## src/rtl/bsa_ram_arbiter.sv

```systemverilog
// bsa_ram_arbiter: shares the single-port BSA_RAM between the host loader (port 0)
// and the search engine (port 1) using ownership, round-robin and a bounded hold.
//
// state | meaning
// NONE  | no owner, RAM bus idle (address/data driven to zero)
// OWN0  | port 0 owns the RAM; gnt0 follows req0
// OWN1  | port 1 owns the RAM; gnt1 follows req1
module bsa_ram_arbiter #(
    parameter int ADDR_W   = 5,
    parameter int DATA_W   = 8,
    parameter int MAX_HOLD = 8
) (
    input  logic              clk_i,
    input  logic              rst_ni,
    input  logic              req0_i,
    input  logic              we0_i,
    input  logic [ADDR_W-1:0] addr0_i,
    input  logic [DATA_W-1:0] wdata0_i,
    output logic              gnt0_o,
    output logic              rvalid0_o,
    input  logic              req1_i,
    input  logic              we1_i,
    input  logic [ADDR_W-1:0] addr1_i,
    input  logic [DATA_W-1:0] wdata1_i,
    output logic              gnt1_o,
    output logic              rvalid1_o,
    output logic [DATA_W-1:0] rdata_o,
    output logic [ADDR_W-1:0] ram_address_o,
    output logic [DATA_W-1:0] ram_data_o,
    output logic              ram_wren_o,
    input  logic [DATA_W-1:0] ram_q_i
);

    localparam int HOLD_W = (MAX_HOLD > 1) ? $clog2(MAX_HOLD) : 1;
    localparam logic [HOLD_W-1:0] HOLD_LAST = HOLD_W'(MAX_HOLD - 1);

    typedef enum logic [1:0] {
        NONE = 2'd0,
        OWN0 = 2'd1,
        OWN1 = 2'd2
    } owner_e;

    owner_e              owner_q, owner_d;
    logic                rr_next_q, rr_next_d;   // 0: port 0 wins next tie
    logic [HOLD_W-1:0]   hold_cnt_q, hold_cnt_d;
    logic                rvalid0_q, rvalid0_d;
    logic                rvalid1_q, rvalid1_d;
    logic                hold_last;
    logic                entering;

    always_ff @(posedge clk_i or negedge rst_ni) begin
        if (!rst_ni) begin
            owner_q    <= NONE;
            rr_next_q  <= 1'b0;
            hold_cnt_q <= '0;
            rvalid0_q  <= 1'b0;
            rvalid1_q  <= 1'b0;
        end else begin
            owner_q    <= owner_d;
            rr_next_q  <= rr_next_d;
            hold_cnt_q <= hold_cnt_d;
            rvalid0_q  <= rvalid0_d;
            rvalid1_q  <= rvalid1_d;
        end
    end

    assign hold_last = (hold_cnt_q == HOLD_LAST);

    always_comb begin
        owner_d = owner_q;
        case (owner_q)
            NONE: begin
                if (req0_i && req1_i) owner_d = rr_next_q ? OWN1 : OWN0;
                else if (req0_i)      owner_d = OWN0;
                else if (req1_i)      owner_d = OWN1;
            end
            OWN0: begin
                if (!req0_i)                owner_d = req1_i ? OWN1 : NONE;
                else if (req1_i && hold_last) owner_d = OWN1;
            end
            OWN1: begin
                if (!req1_i)                owner_d = req0_i ? OWN0 : NONE;
                else if (req0_i && hold_last) owner_d = OWN0;
            end
            default: owner_d = NONE;
        endcase
    end

    // Each new ownership hands the next tie to the other port and restarts the hold timer.
    always_comb begin
        entering   = (owner_d != owner_q) && (owner_d != NONE);
        rr_next_d  = rr_next_q;
        hold_cnt_d = hold_cnt_q;
        if (entering) begin
            rr_next_d  = (owner_d == OWN0);
            hold_cnt_d = '0;
        end else if ((gnt0_o || gnt1_o) && (owner_d == owner_q) && !hold_last) begin
            hold_cnt_d = hold_cnt_q + HOLD_W'(1);
        end
        rvalid0_d = gnt0_o && !we0_i;
        rvalid1_d = gnt1_o && !we1_i;
    end

    always_comb begin
        gnt0_o        = (owner_q == OWN0) && req0_i;
        gnt1_o        = (owner_q == OWN1) && req1_i;
        ram_address_o = '0;
        ram_data_o    = '0;
        if (owner_q == OWN1) begin
            ram_address_o = addr1_i;
            ram_data_o    = wdata1_i;
        end else if (owner_q == OWN0) begin
            ram_address_o = addr0_i;
            ram_data_o    = wdata0_i;
        end
        ram_wren_o = rst_ni && ((gnt0_o && we0_i) || (gnt1_o && we1_i));
        rvalid0_o  = rvalid0_q;
        rvalid1_o  = rvalid1_q;
        rdata_o    = ram_q_i;
    end

endmodule
```

## config.mk

```make
export PLATFORM = sky130hd
export DESIGN_NAME = bsa_ram_arbiter
export DESIGN_NICKNAME = d
export VERILOG_FILES = /design/src/rtl/bsa_ram_arbiter.sv
export SDC_FILE = /design/constraint.sdc
export NUM_CORES = 1
export LEC_CHECK = 0
export CELL_PAD_IN_SITES_DETAIL_PLACEMENT = 0
export CELL_PAD_IN_SITES_GLOBAL_PLACEMENT = 2
export CORE_MARGIN = 2
export CORE_UTILIZATION = 16
export CTS_CLUSTER_SIZE = 24
export DETAILED_ROUTE_END_ITERATION = 12
export GPL_TIMING_DRIVEN = 0
export HOLD_SLACK_MARGIN = 0.1
export PLACE_DENSITY = 0.88
export REMOVE_ABC_BUFFERS = 1
export SYNTH_ARGS = -nofsm -noshare
export SYNTH_HDL_FRONTEND = slang
export SYNTH_SLANG_ARGS = --single-unit
```

## constraint.sdc

```tcl
create_clock -name clk_i -period 4.1 [get_ports clk_i]
set_input_delay 0.41 -clock clk_i [delete_from_list [all_inputs] [get_ports clk_i]]
set_output_delay 0.41 -clock clk_i [all_outputs]
set_load 0.02 [all_outputs]
```

==> impl_metrics.csv, run 1 <==
group,metric,value,unit
status,outcome,"finished, final reports clean",
finish,clockBufferCount,3,
critical_path,crit_type,"flop to output port",
finish,fill_cells,455,
drt,postRouteAntennaNets,0,
power,finalPower,0.000388,W
yosys,aoi_share,32.4,%
finish,buffers,49,
yosys,yosysWarningCount,0,
critical_path,reg2reg_from,"hold_cnt_q[0]$_DFFE_PN0P_",
place,place_inst,165,
finish,logic_gate_count,52,
flow_run,tool_warnings,25,
critical_path,r2r_slack,2.41,ns
critical_path,slowest_stage,"nor2b_1",
timing,fin_tns_setup,0,ns
finish,seqCellArea,200,µm²
power,power_density,318,mW/mm²
yosys,synthCells,77,
yosys,mux_share,4.36,%
clocking,cts_made_buffers,3,
power,switching_share,33.4,%
yosys,synth-edff-count,0,
drt,wire_per_inst,13.2,µm
drt,drcViolationCount,0,
timing,setup_violations,0,
clocking,insertion_delay,0.23,ns
yosys,syn_area,718,µm²
power,p_sw,0.000129,W
drt,drtIter0Drc,30,
clocking,cts_resized,0,
yosys,synth_top_cell_by_count,"a22o_1",
drt,wl_met1,945,µm
yosys,ys_sh_simple,16.2,%
yosys,adder_share,3.48,%
finish,mi_logic_area,405,µm²
yosys,topCellsByArea,"dfrtp_1 (28%), a22o_1 (16%), buf_4 (8.4%)",
yosys,async_reset_ff_share,100,%
timing,timing.fmax,352,MHz
critical_path,reg2reg_depth,5,
global_routing,antenna_found_initial,0,
finish,nets,160,
critical_path,crit_arrival,2.43,ns
timing,final-max-slew-violation-count,0,
finish,clk_share,3.39,%
place,dpl_cell_area,0.00118,mm²
timing,fin_skew,0.00383,ns
critical_path,path_delay_family,"simple AND/OR/NAND/NOR gates",
global_routing,grtUsageMet3,3.70,%
timing,worst_pin_slew,0.886,ns
drt,topRoutingLayerUsed,"met4",
timing,fin_crit_sh,69.4,%
power,p_clk,0.0000955,W
clocking,root_buffer,"clkbuf_8",
finish,regMostFlops,"hold_cnt_q",
timing,whs,0.473,ns
power,p_leak,0.485,nW
critical_path,cp-endpoint,"ram_address_o[0]",
yosys,ys_seq_share,27.9,%
yosys,ys_seq_elements,8,
yosys,top_cells_by_count,"a22o_1 (13), buf_4 (8), dfrtp_1 (8)",
timing,period_minus_slack,2.84,ns
timing,setup_ws,1.26,ns
critical_path,end_kind,"output port",
power,power.share.clock,24.7,%
clocking,cts.path.max_buffers,2,
global_routing,grt_busiest_layer,"met2",
power,internal-power,0.000258,W
place,dp_slack,1.48,ns
place,io_buffers,49,
power,pg_comb,0.000181,W
global_routing,use_met2,13.3,%
clocking,cts_sinks,8,
flow_run,max-cap-violations,0,
power,power.share.combinational,46.6,%
yosys,ys.flop_type,"dfrtp_1",
global_routing,grt_pass1_wl,3460,µm
yosys,synth.distinct_cells,28,
yosys,top_area_cell,"dfrtp_1",
finish,dominant_cells,"buffers",
clocking,cts_max_level,1,
critical_path,path_max_fanout,14,
power,maxPowerGroup,"combinational logic",
worst_hold_path,hp-class,"input port to asynchronous set/reset pin",
global_routing,met1_usage,10.0,%
yosys,yosysChipArea,718,µm²
finish,top_regs,"hold_cnt_q x3, owner_q x2",
critical_path,start_kind,"flop",
critical_path,r2r-end,"hold_cnt_q[2]$_DFFE_PN0P_",
floorplanning,dieArea,0.00504,mm²
floorplanning,tapCellCount,52,
drt,viasPerCell,4.33,
global_routing,grt_use_total,8.71,%
clocking,clk_pin_slew,0.04,ns
critical_path,crit_cells,3,
floorplanning,initCoreUtil,16.6,%
clocking,holdBufCountCts,0,
yosys,ys_sh_xor,0,%
finish,inverters,4,
timing,relSlewSlack,40.8,%
critical_path,cp.required,3.69,ns
drt,vias,728,
critical_path,crit_buf_inv,1,
yosys,synth_top_area_share,27.9,%
critical_path,worstPathCellList,"nor2b_1 > a22o_1 > clkdlybuf4s50_1",
power,peakVddDrop,90.4,µV
place,dp_hpwl,1730,µm
finish,final_common_cell,"clkdlybuf4s50_1",
finish,drive_gt1_share,7.76,%
floorplanning,die_height,71.0,µm
finish,flop-count,8,
finish,largest_register_ffs,3,
global_routing,grt_pass1_vias,737,
global_routing,grt_max_degree,16,
finish,finalNonFillerCells,168,
drt,wirelength,2220,µm
yosys,top_logic_kind,"AND-OR/OR-AND gates",
power,pwr-share-seq,28.7,%
finish,buffer_area_share,40.3,%
finish,comb_share,33.3,%
drt,wl_met2,1070,µm
timing,rsz0062_at_grt,"false",
power,p_seq,0.000111,W
drt,dr_wl_met3,149,µm
drt,first_pass_iters,2,
clocking,cts_tree,"built",
clocking,postCtsSetupBuffers,0,
global_routing,grt_overflow,0,
yosys,synth_area_per_cell,9.33,µm²
timing,final-hold-violation-count,0,
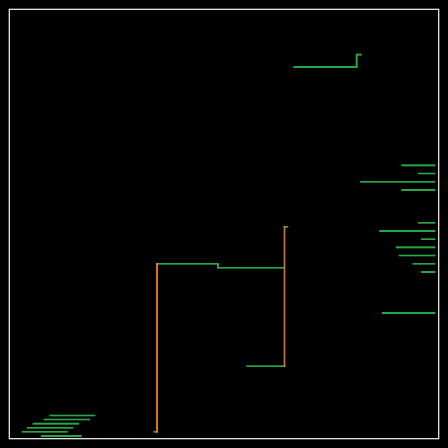
Figure 1: run 1, wiring by layer.
Only two layers are drawn.
legend:
  met3:
    colour: green
    wire_length: 150 µm
  met4:
    colour: orange
    wire_length: 51.0 µm

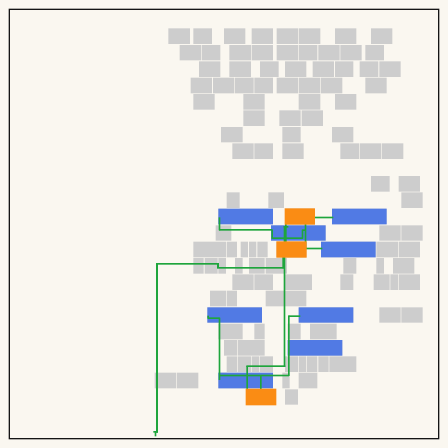
Figure 2: run 1, clock network drawn from the DEF.
legend:
  clock wires:
    colour: green
    length: 167 µm
  cells driving clock nets:
    colour: orange
    count: 3
  flip-flops:
    colour: blue
    count: 8
routed clock nets: 4

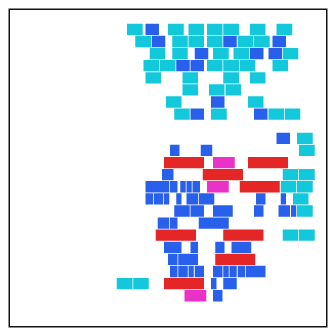
Figure 3: run 1, placed cells, one colour a class.
legend:
  cells driving clock nets:
    colour: magenta
    cells: 3
  flip-flops:
    colour: red
    cells: 8
  all other logic:
    colour: blue
    cells: 56
  other buffers and delay cells:
    colour: cyan
    cells: 49
post-layout util: 28.2%
finished layout cell area: 0.00122 mm²
FP Rows: 24
Core ar.: 0.00432 mm²
flop share of the area: 16.4%

Figure 4. Pin map (run 1).
Pins as bars across the die edge, other pins in grey.
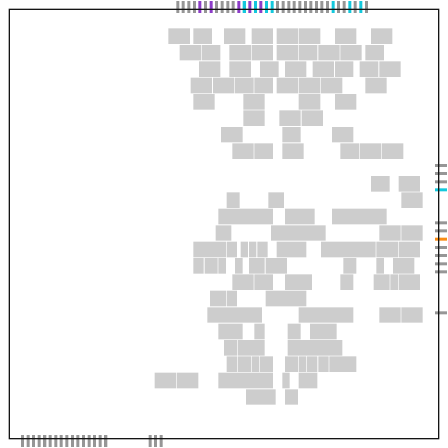

==> inputs of run 2 (changes only) <==
--- a/config.mk
+++ b/config.mk
@@ -8,12 +8,12 @@
 export CELL_PAD_IN_SITES_DETAIL_PLACEMENT = 0
 export CELL_PAD_IN_SITES_GLOBAL_PLACEMENT = 2
 export CORE_MARGIN = 2
-export CORE_UTILIZATION = 16
+export CORE_UTILIZATION = 13
 export CTS_CLUSTER_SIZE = 24
 export DETAILED_ROUTE_END_ITERATION = 12
 export GPL_TIMING_DRIVEN = 0
 export HOLD_SLACK_MARGIN = 0.1
-export PLACE_DENSITY = 0.88
+export PLACE_DENSITY = 0.78
 export REMOVE_ABC_BUFFERS = 1
 export SYNTH_ARGS = -nofsm -noshare
 export SYNTH_HDL_FRONTEND = slang
==> constraint.sdc (replaced) <==
create_clock -name clk_i -period 2.4 [get_ports clk_i]
set_input_delay 0.24 -clock clk_i [delete_from_list [all_inputs] [get_ports clk_i]]
set_output_delay 0.24 -clock clk_i [all_outputs]
set_load 0.02 [all_outputs]
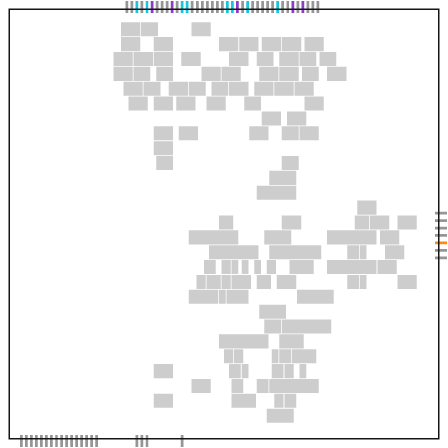
Figure 5: run 2, pin map.
Pins as bars across the die edge, other pins in grey.
legend:
  wdata0_i:
    colour: cyan
    pins: 8
    direction: input
    edge: top
  addr1_i:
    colour: purple
    pins: 5
    direction: input
    edge: top
  rvalid0_o:
    colour: orange
    pins: 1
    direction: output
    edge: right

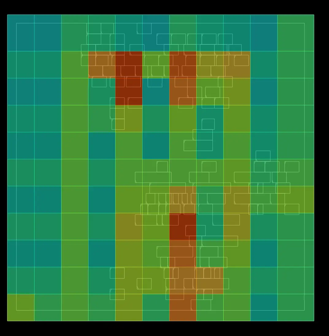
Figure 6: run 2, track usage over the die.
grt met2 use: 14.1%
routed length per instance: 12.3 µm
post-layout util: 23.6%

==> impl_metrics.csv, run 2 <==
group,metric,value,unit
status,outcome,"finished, final reports clean",
finish,clockBufferCount,3,
global_routing,grt_busiest_layer,"met2",
yosys,adder_share,3.48,%
timing,timing.fmax,442,MHz
power,peakVddDrop,120,µV
clocking,postCtsSetupBuffers,0,
power,power_density,533,mW/mm²
yosys,yosysChipArea,718,µm²
global_routing,antenna_found_initial,0,
drt,postRouteAntennaNets,0,
yosys,topCellsByArea,"dfrtp_1 (28%), a22o_1 (16%), buf_4 (8.4%)",
floorplanning,rows,27,
power,p_leak,0.495,nW
yosys,async_reset_ff_share,100,%
yosys,top_area_cell,"dfrtp_1",
finish,dominant_cells,"buffers",
finish,seqCellArea,201,µm²
drt,dr_wl_met3,88,µm
finish,largest_register_ffs,3,
yosys,aoi_share,32.4,%
finish,clk_share,3.24,%
drt,wirelength,2320,µm
clocking,cts_tree,"built",
global_routing,grt_pass1_vias,800,
timing,period_minus_slack,2.26,ns
critical_path,r2r_slack,0.73,ns
drt,wl_met1,888,µm
finish,comb_share,32.6,%
finish,top_regs,"hold_cnt_q x3, owner_q x2",
place,dp_hpwl,1860,µm
finish,inverters,4,
yosys,mux_share,4.36,%
floorplanning,initCoreUtil,13.3,%
drt,viasPerCell,3.89,
critical_path,startpoint,"req1_i",
yosys,synth.distinct_cells,28,
yosys,ys_sh_xor,0,%
timing,whs,0.307,ns
power,p_sw,0.000226,W
yosys,top_cells_by_count,"a22o_1 (13), buf_4 (8), dfrtp_1 (8)",
floorplanning,dieArea,0.00613,mm²
clocking,root_buffer,"clkbuf_8",
clocking,holdBufCountCts,0,
power,pwr-share-seq,28.1,%
place,io_buffers,49,
yosys,synth_area_per_cell,9.33,µm²
critical_path,worstPathCellList,"clkdlybuf4s50_1 > and3b_2 > nand2_1 > a21boi_0 > clkdlybuf4s50_1",
critical_path,crit_buf_inv,2,
power,finalPower,0.000678,W
critical_path,path_max_fanout,7,
global_routing,grt_overflow,0,
finish,nets,161,
place,place_inst,185,
timing,rsz0062_at_grt,"false",
power,power.share.clock,24.2,%
drt,vias,736,
finish,mi_logic_area,415,µm²
timing,relSlewSlack,72.3,%
critical_path,crit_type,"input port to output port",
yosys,ys_sh_simple,16.2,%
timing,fin_tns_setup,0,ns
finish,buffer_area_share,40.1,%
critical_path,reg2reg_depth,5,
yosys,ys_seq_share,27.9,%
timing,worst_pin_slew,0.413,ns
finish,finalNonFillerCells,189,
yosys,synth_top_cell_by_count,"a22o_1",
place,gp_congestion,0.712,
drt,first_pass_iters,4,
critical_path,crit_cells,5,
finish,flop-count,8,
global_routing,grtUsageMet3,2.41,%
timing,setup_ws,0.138,ns
yosys,top_logic_kind,"AND-OR/OR-AND gates",
global_routing,grt_use_total,7.62,%
global_routing,grt_pass1_wl,3690,µm
floorplanning,tapCellCount,72,
critical_path,end_kind,"output port",
clocking,cts_resized,2,
critical_path,cp_common_cell,"clkdlybuf4s50_1",
timing,final-hold-violation-count,0,
critical_path,crit_arrival,2.02,ns
global_routing,met1_usage,7.51,%
clocking,cts.path.max_buffers,2,
yosys,syn_area,718,µm²
floorplanning,die_height,78.3,µm
power,switching_share,33.4,%
finish,regMostFlops,"hold_cnt_q",
flow_run,max-cap-violations,0,
timing,final-max-slew-violation-count,0,
clocking,insertion_delay,0.23,ns
power,p_clk,0.000164,W
drt,wl_met2,1310,µm
finish,fill_cells,594,
finish,seq-cell-share,15.8,%
clocking,clk_pin_slew,0.04,ns
yosys,synth-edff-count,0,
yosys,synth_top_area_share,27.9,%
drt,drtIter0Drc,67,
floorplanning,fp.coreArea,0.00541,mm²
finish,drive_gt1_share,12.0,%
timing,fin_skew,0.00525,ns
critical_path,path_delay_family,"buffers and inverters",
timing,setup_violations,0,
place,dpl_cell_area,0.00120,mm²
yosys,yosysWarningCount,0,
critical_path,r2r-end,"hold_cnt_q[2]$_DFFE_PN0P_",
clocking,cts_sinks,8,
yosys,ys.flop_type,"dfrtp_1",
critical_path,start_kind,"input port",
critical_path,reg2reg_from,"hold_cnt_q[0]$_DFFE_PN0P_",
clocking,cts_made_buffers,3,
critical_path,slowest_stage,"clkdlybuf4s50_1",
critical_path,cp-endpoint,"ram_wren_o",
yosys,synthCells,77,
global_routing,grt_max_degree,16,
timing,fin_crit_sh,94.2,%
power,pg_comb,0.000324,W
finish,buffers,50,
critical_path,cp.required,2.16,ns
finish,logic_gate_count,52,
flow_run,tool_warnings,25,
worst_hold_path,hp-class,"input port to asynchronous set/reset pin",
drt,drcViolationCount,0,
finish,stdcell_area,0.00127,mm²
power,power.share.combinational,47.7,%
yosys,ys_seq_elements,8,
place,dp_slack,-0.0620,ns
power,p_seq,0.000191,W
power,internal-power,0.000452,W
finish,final_common_cell,"clkdlybuf4s50_1",
power,maxPowerGroup,"combinational logic",
finish,most-common-layout-cells,"clkdlybuf4s50_1 (49), a22o_1 (13), dfrtp_1 (7)",
drt,topRoutingLayerUsed,"met4",
clocking,cts_max_level,1,
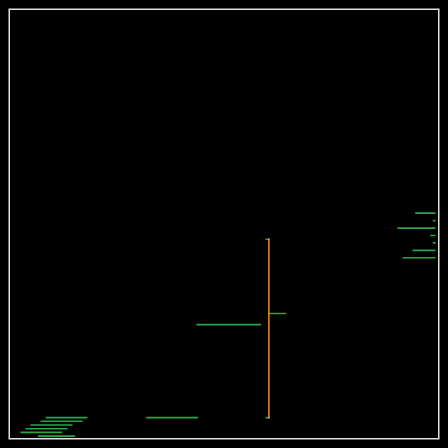
Figure 7: run 2, wiring by layer.
Only two layers are drawn.
legend:
  met3:
    colour: green
    wire_length: 88.3 µm
  met4:
    colour: orange
    wire_length: 32.6 µm

Figure 8. Placed cells, one colour a class (run 2).
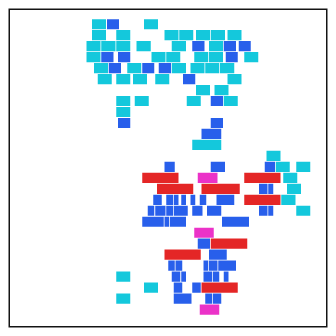

==> inputs of run 3 (changes only) <==
==> config.mk (replaced) <==
export PLATFORM = sky130hd
export DESIGN_NAME = bsa_ram_arbiter
export DESIGN_NICKNAME = d
export VERILOG_FILES = /design/src/rtl/bsa_ram_arbiter.sv
export SDC_FILE = /design/constraint.sdc
export NUM_CORES = 1
export LEC_CHECK = 0
export CORE_ASPECT_RATIO = 1.25
export CORE_MARGIN = 2
export CORE_UTILIZATION = 27
export CTS_CLUSTER_SIZE = 24
export DETAILED_ROUTE_END_ITERATION = 12
export GPL_TIMING_DRIVEN = 0
export HOLD_SLACK_MARGIN = 0.1
export PLACE_DENSITY = 0.8
export REMOVE_ABC_BUFFERS = 1
export SYNTH_ARGS = -nofsm -noshare
export SYNTH_HDL_FRONTEND = slang
export SYNTH_SLANG_ARGS = --single-unit
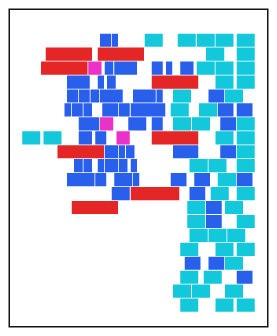
Figure 9: run 3, placed cells, one colour a class.
legend:
  flip-flops:
    colour: red
    cells: 8
  all other logic:
    colour: blue
    cells: 56
  cells driving clock nets:
    colour: magenta
    cells: 3
  other buffers and delay cells:
    colour: cyan
    cells: 49

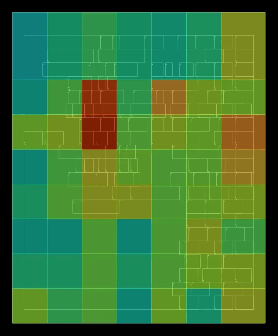
Figure 10: run 3, track usage over the die.
post-layout util: 47.9%
routed length per instance: 13.7 µm
grt met3 use: 8.50%

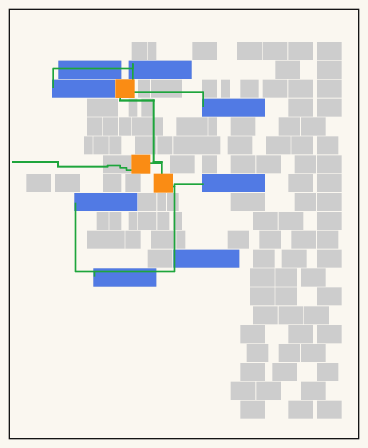
Figure 11: run 3, clock network drawn from the DEF.
legend:
  cells driving clock nets:
    colour: orange
    count: 3
  flip-flops:
    colour: blue
    count: 8
  clock wires:
    colour: green
    length: 116 µm
routed clock nets: 4
Clock net power: 0.000104 W
Clock Power Share: 17.1%

==> impl_metrics.csv, run 3 <==
group,metric,value,unit
status,outcome,"finished, final reports clean",
drt,wl_met1,717,µm
finish,buffers,49,
yosys,synth.distinct_cells,28,
yosys,topCellsByArea,"dfrtp_1 (28%), a22o_1 (16%), buf_4 (8.4%)",
timing,whs,0.276,ns
yosys,top_area_cell,"dfrtp_1",
yosys,ys_seq_elements,8,
timing,fin_crit_sh,95.5,%
drt,drtIter0Drc,8,
drt,drcViolationCount,0,
place,dp_slack,0.00150,ns
yosys,adder_share,3.48,%
critical_path,r2r_slack,0.70,ns
finish,stdcell_area,0.00119,mm²
clocking,insertion_delay,0.25,ns
drt,topRoutingLayerUsed,"met4",
clocking,cts_tree,"built",
drt,postRouteAntennaNets,0,
critical_path,path_delay_family,"buffers and inverters",
yosys,mux_share,4.36,%
critical_path,slowest_stage,"clkdlybuf4s50_1",
place,place_inst,146,
critical_path,r2r-end,"hold_cnt_q[1]$_DFFE_PN0P_",
yosys,synthCells,77,
yosys,synth_area_per_cell,9.33,µm²
yosys,synth-edff-count,0,
finish,finalNonFillerCells,149,
global_routing,grt_busiest_layer,"met2",
global_routing,antenna_found_initial,0,
yosys,yosysChipArea,718,µm²
flow_run,tool_warnings,25,
power,p_leak,0.478,nW
power,pwr-share-seq,31.4,%
finish,flop-count,8,
critical_path,crit_type,"flop to output port",
finish,diodes,0,
finish,regMostFlops,"hold_cnt_q",
power,p_sw,0.000213,W
finish,buffer_area_share,41.4,%
yosys,synth_top_area_share,27.9,%
critical_path,end_kind,"output port",
floorplanning,dieArea,0.00309,mm²
yosys,ys_seq_share,27.9,%
drt,dr_wl_met3,380,µm
timing,timing.fmax,436,MHz
clocking,root_buffer,"clkbuf_4",
timing,final-max-slew-violation-count,0,
clocking,holdBufCountCts,0,
place,gp_congestion,0.793,
finish,drive_gt1_share,11.2,%
critical_path,start_kind,"flop",
finish,inverters,4,
clocking,cts_made_buffers,3,
yosys,ys_sh_simple,16.2,%
yosys,yosysWarningCount,0,
critical_path,startpoint,"owner_q[0]$_DFF_PN0_",
yosys,aoi_share,32.4,%
timing,setup_violations,0,
timing,relSlewSlack,72.3,%
floorplanning,tapCellCount,33,
global_routing,grt_use_total,12.9,%
critical_path,crit_buf_inv,1,
timing,final-hold-violation-count,0,
finish,comb_share,35.0,%
place,dpl_cell_area,0.00115,mm²
timing,fin_tns_setup,0,ns
finish,clockBufferCount,3,
yosys,synth_top_cell_by_count,"a22o_1",
global_routing,grt_max_degree,16,
floorplanning,die_height,61.7,µm
finish,nets,160,
power,pg_comb,0.000312,W
timing,fin_skew,0.00644,ns
critical_path,cp.required,2.16,ns
critical_path,reg2reg_from,"hold_cnt_q[0]$_DFFE_PN0P_",
critical_path,cp-endpoint,"ram_data_o[1]",
finish,top_regs,"hold_cnt_q x3, owner_q x2",
power,power.share.combinational,51.5,%
yosys,ys.flop_type,"dfrtp_1",
power,power_density,510,mW/mm²
power,peakVddDrop,301,µV
finish,mi_logic_area,415,µm²
critical_path,crit_cells,3,
finish,seqCellArea,201,µm²
power,internal-power,0.000392,W
finish,logic_gate_count,52,
drt,vias,763,
drt,viasPerCell,5.12,
global_routing,grt_pass1_wl,3100,µm
timing,period_minus_slack,2.29,ns
drt,wl_met2,933,µm
timing,worst_pin_slew,0.416,ns
finish,fill_cells,234,
critical_path,path_max_fanout,14,
finish,clk_share,1.90,%
yosys,ys_sh_xor,0,%
global_routing,grt_pass1_vias,698,
flow_run,max-cap-violations,0,
clocking,cts_sinks,8,
drt,first_pass_iters,4,
global_routing,grt_overflow,0,
finish,most-common-layout-cells,"clkdlybuf4s50_1 (49), a22o_1 (13), dfrtp_1 (7)",
power,maxPowerGroup,"combinational logic",
place,dp_hpwl,1590,µm
critical_path,reg2reg_depth,5,
power,finalPower,0.000605,W
clocking,cts_max_level,1,
yosys,top_logic_kind,"AND-OR/OR-AND gates",
clocking,cts.path.max_buffers,2,
finish,syn_to_final_growth,65.2,%
finish,largest_register_ffs,3,
global_routing,met1_usage,13.7,%
power,switching_share,35.3,%
clocking,cts_resized,2,
drt,wirelength,2040,µm
worst_hold_path,hp-class,"input port to asynchronous set/reset pin",
yosys,top_cells_by_count,"a22o_1 (13), buf_4 (8), dfrtp_1 (8)",
place,io_buffers,49,
floorplanning,fp.coreArea,0.00248,mm²
timing,setup_ws,0.108,ns
Power is estimated from default activity; no workload was simulated.
